### config.mk
export PLATFORM = sky130hd
export DESIGN_NAME = counter_share_arbiter
export DESIGN_NICKNAME = d
export VERILOG_FILES = /design/src/rtl/counter_share_arbiter.sv
export SDC_FILE = /design/constraint.sdc
export NUM_CORES = 1
export LEC_CHECK = 0
export CAP_MARGIN = 0
export CORE_MARGIN = 2
export CORE_UTILIZATION = 49
export CTS_CLUSTER_DIAMETER = 50
export CTS_CLUSTER_SIZE = 28
export DETAILED_ROUTE_END_ITERATION = 10
export PLACE_DENSITY = 0.84
export SYNTH_ARGS = -nofsm -noshare
export SYNTH_HDL_FRONTEND = slang
export SYNTH_SLANG_ARGS = --single-unit
### constraint.sdc
create_clock -name clk -period 2.4 [get_ports clk]
set_input_delay 0.48 -clock clk [delete_from_list [all_inputs] [get_ports clk]]
set_output_delay 0.48 -clock clk [all_outputs]
set_load 0.01 [all_outputs]
### src/rtl/counter_share_arbiter.sv
// Round-robin arbiter that lends one CW-bit up-counter to NREQ requesters for len+1 cycles each.
// Define ARB_FIXED_PRIORITY_EN to replace round-robin with fixed priority (req[0] highest).
module counter_share_arbiter #(
    parameter int unsigned NREQ = 4,
    parameter int unsigned CW   = 4
) (
    input  logic               clk,
    input  logic               rst,
    input  logic [NREQ-1:0]    req,
    input  logic [NREQ*CW-1:0] len,
    output logic [NREQ-1:0]    grant,
    output logic               busy,
    output logic [CW-1:0]      count,
    output logic [NREQ-1:0]    done
);

    localparam int unsigned IW = (NREQ > 1) ? $clog2(NREQ) : 1;

    typedef enum logic [1:0] {
        S_IDLE,
        S_RUN,
        S_DONE
    } state_e;

    state_e            state_q, state_d;
    logic [NREQ-1:0]   grant_q, grant_d;
    logic              busy_q,  busy_d;
    logic [CW-1:0]     count_q, count_d;
    logic [NREQ-1:0]   done_q,  done_d;
    logic [CW-1:0]     term_q,  term_d;
    logic [IW-1:0]     gidx_q,  gidx_d;

    logic              pick_found_c;
    logic [IW-1:0]     pick_idx_c;
    logic [CW-1:0]     pick_len_c;

`ifdef ARB_FIXED_PRIORITY_EN
    // Lowest-index requester always wins.
    always_comb begin
        pick_found_c = 1'b0;
        pick_idx_c   = '0;
        for (int unsigned k = 0; k < NREQ; k++) begin
            if (!pick_found_c && req[IW'(k)]) begin
                pick_found_c = 1'b1;
                pick_idx_c   = IW'(k);
            end
        end
    end
`else
    logic [IW-1:0]     rr_ptr_q, rr_ptr_d;
    int unsigned       scan_idx;

    // First set request scanning upward from rr_ptr, wrapping at NREQ.
    always_comb begin
        pick_found_c = 1'b0;
        pick_idx_c   = '0;
        scan_idx     = 0;
        for (int unsigned k = 0; k < NREQ; k++) begin
            scan_idx = (32'(rr_ptr_q) + k) % NREQ;
            if (!pick_found_c && req[IW'(scan_idx)]) begin
                pick_found_c = 1'b1;
                pick_idx_c   = IW'(scan_idx);
            end
        end
    end
`endif

    always_comb begin
        pick_len_c = '0;
        for (int unsigned k = 0; k < NREQ; k++) begin
            if (pick_idx_c == IW'(k)) begin
                pick_len_c = len[k*CW +: CW];
            end
        end
    end

    // Next-state and registered-output logic.
    always_comb begin
        state_d = state_q;
        grant_d = grant_q;
        busy_d  = busy_q;
        count_d = count_q;
        done_d  = '0;
        term_d  = term_q;
        gidx_d  = gidx_q;
`ifndef ARB_FIXED_PRIORITY_EN
        rr_ptr_d = rr_ptr_q;
`endif
        case (state_q)
            S_IDLE: begin
                grant_d = '0;
                busy_d  = 1'b0;
                count_d = '0;
                if (pick_found_c) begin
                    grant_d = NREQ'(1) << pick_idx_c;
                    busy_d  = 1'b1;
                    term_d  = pick_len_c;
                    gidx_d  = pick_idx_c;
                    state_d = S_RUN;
                end
            end
            S_RUN: begin
                if (!req[gidx_q] || (count_q == term_q)) begin
                    // Abort and completion both release the counter; only completion reports done.
                    if (req[gidx_q]) begin
                        done_d  = grant_q;
                        state_d = S_DONE;
                    end else begin
                        state_d = S_IDLE;
                    end
                    grant_d = '0;
                    busy_d  = 1'b0;
                    count_d = '0;
`ifndef ARB_FIXED_PRIORITY_EN
                    rr_ptr_d = (gidx_q == IW'(NREQ - 1)) ? '0 : gidx_q + IW'(1);
`endif
                end else begin
                    count_d = count_q + CW'(1);
                end
            end
            S_DONE: begin
                state_d = S_IDLE;
            end
            default: begin
                state_d = S_IDLE;
                grant_d = '0;
                busy_d  = 1'b0;
                count_d = '0;
            end
        endcase
    end

    always_ff @(posedge clk) begin
        if (rst) begin
            state_q  <= S_IDLE;
            grant_q  <= '0;
            busy_q   <= 1'b0;
            count_q  <= '0;
            done_q   <= '0;
            term_q   <= '0;
            gidx_q   <= '0;
`ifndef ARB_FIXED_PRIORITY_EN
            rr_ptr_q <= '0;
`endif
        end else begin
            state_q  <= state_d;
            grant_q  <= grant_d;
            busy_q   <= busy_d;
            count_q  <= count_d;
            done_q   <= done_d;
            term_q   <= term_d;
            gidx_q   <= gidx_d;
`ifndef ARB_FIXED_PRIORITY_EN
            rr_ptr_q <= rr_ptr_d;
`endif
        end
    end

    assign grant = grant_q;
    assign busy  = busy_q;
    assign count = count_q;
    assign done  = done_q;

endmodule

==> summary.txt <==
impl run done, here's what came out: status completed, tool warnings 26, Simple-Gate Fraction of Synth Area 19.8%, Post-Syn Nets 138, final core utilization 71.2%, Hold Fails Final Rpt 0, ys async rst share 0%, final setup violation count 0, Mux cell area share 12.7%, total of max-cap violations 0, power per cell area 568 nW/um^2, drt first pass iters 4, core area 2190 sq um, clk_skew 0.00263 ns, P_clk 0.180 mW, mapped cell area 1120 sq um, DR WL met3 101 microns, Cell area leaders dfxtp_1, mux2i_1, a32o_1, worst setup path end rr_ptr_q[0], met2 wire length 1.32 mm, Crit path max-delay family multiplexers, Crit path required time 2.66 ns, Filler cells 167, ANT nets after route 0, CP arrival 2.11 ns, Net Sw Frac 29.9%, reg2reg setup slack 0.69 ns, critical path startpoint req[3], Complex Gates by Area 18.6%, Logic pwr share 29.4%, Post-synth EDFFs 0, DRC Markers 0, gr ovfl total 0, n_diodes 0, most used routing layer met2, most frequent logic cell in the layout clkdlybuf4s50_1, Top logic family simple AND/OR/NAND/NOR gates, TNS Setup 0 ns, pre-CTS setup slack 0.225 ns, Post-Synth Adder-Cell Area 2.22%, TritonCTS Sinks 23, CP Max Fanout 4, CP peak stage delay 0.53 ns, Leak 0.598 nW, fmax 540 MHz, Pre-Place Util 51.3%, Slew Limit Headroom 69.1%, worst vdd ir 0.394 mV, CTS root buf clkbuf_4, Longest Clk Path Bufs 2, Commonest cells post-synth dfxtp_1, mux2i_1, nor2_1, a21oi_1, RD Place Congestion 0.790, RSZ-0062 raised after global routing false, synth unique cells 32, H-Tree Depth 1, register area 460 sq um, Chip Area 2690 sq um, Latency at later pin 0.31 ns, Post CTS Setup Buffer Count 0, DP HPWL 2.00 mm, Synth flops 23, Top Layout Cells clkdlybuf4s50_1, dfxtp_1, mux2i_1, Vias 1008, worst hold path class flip-flop to flip-flop, total CTS buffers 3, nets@finish 180, WHS Path Cells 1, ratio of cells with drive above 1 in the final layout 10.3%, Final period util 77.2%, Startpoint Class input port, highest routed layer met4, yosys stat area 1120 sq um, grt met1 use 24.5%, P_int 0.622 mW
-- through the flow --
step	hold WS [ns]	cell area, sq um	total power [mW]	cells
final	0.474	1560	0.887	183
after global routing	0.488	1560	0.939	183
after CTS	0.477	1560	0.890	183
after detailed placement	0.447	1530	0.715	179
after global placement	0.438	1530	0.705	179
after floorplan	0.454	1120	0.609	114
-- flip-flops by register name (all words and copies together), names as in the netlist --
| signal | flops |
|---|---|
| gidx_q | 2 |
| rr_ptr_q | 2 |
| count | 4 |
| busy | 1 |
| term_q | 4 |
| grant | 4 |
| done | 4 |
| state_q | 2 |
-- final cells by class --
cell class                 instances  area share [%]
tap                               28            2.25
multi-input combinational         84            40.7
timing repair buffer              41            25.2
inverter                           3           0.722
clock buffer                       4            1.68
sequential                        23            29.5
==> images/placed.png <==
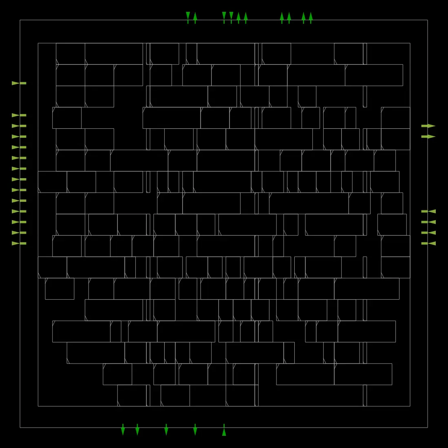
FFs & Latches: 23
Rows: 17
tapcell count: 28

==> images/port_trees.png <==
Scale: 6 px per micron.
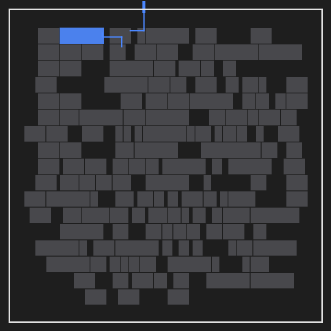
legend:
  blue:
    port: `busy`
    bits: 1
    direction: output
    end_cells: 1
    wire: 11.1 microns
I/O Pins: 35
# port buffers: 34

==> images/pinout.png <==
Scale: 10 px per micron. Pins as bars across the die edge, other pins in gray.
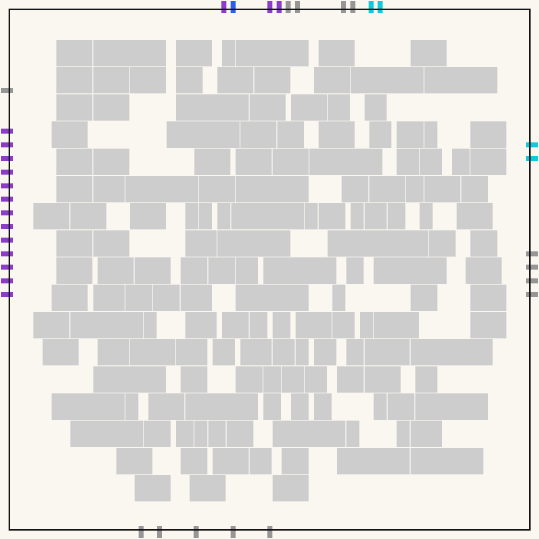
legend:
  blue:
    port: `busy`
    pins: 1
    direction: output
    edge: top
  cyan:
    port: `done`
    pins: 4
    direction: output
    edge: 2 top, 2 right
  purple:
    port: `len`
    pins: 16
    direction: input
    edge: 13 left, 3 top
Die Wd: 51.9 microns
Vert. Die Dim: 51.9 microns

==> images/sizing.png <==
Scale: 10 px per micron.
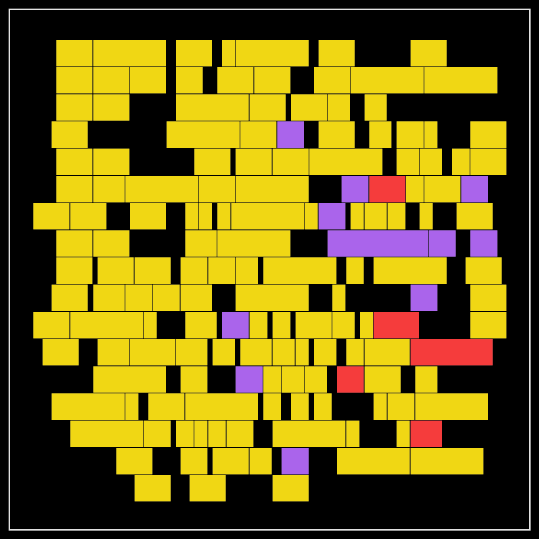
legend:
  yellow:
    size: x1 and smaller
    cells: 139
  purple:
    size: x3 and x4
    cells: 11
  red:
    size: x2
    cells: 5
Area growth syn-to-layout: 38.7%
design area: 1560 sq um
Non-CTS buffers: 41
setup ws final: 0.547 ns

Power figures rest on the tool's default switching activity, not on a simulated workload.
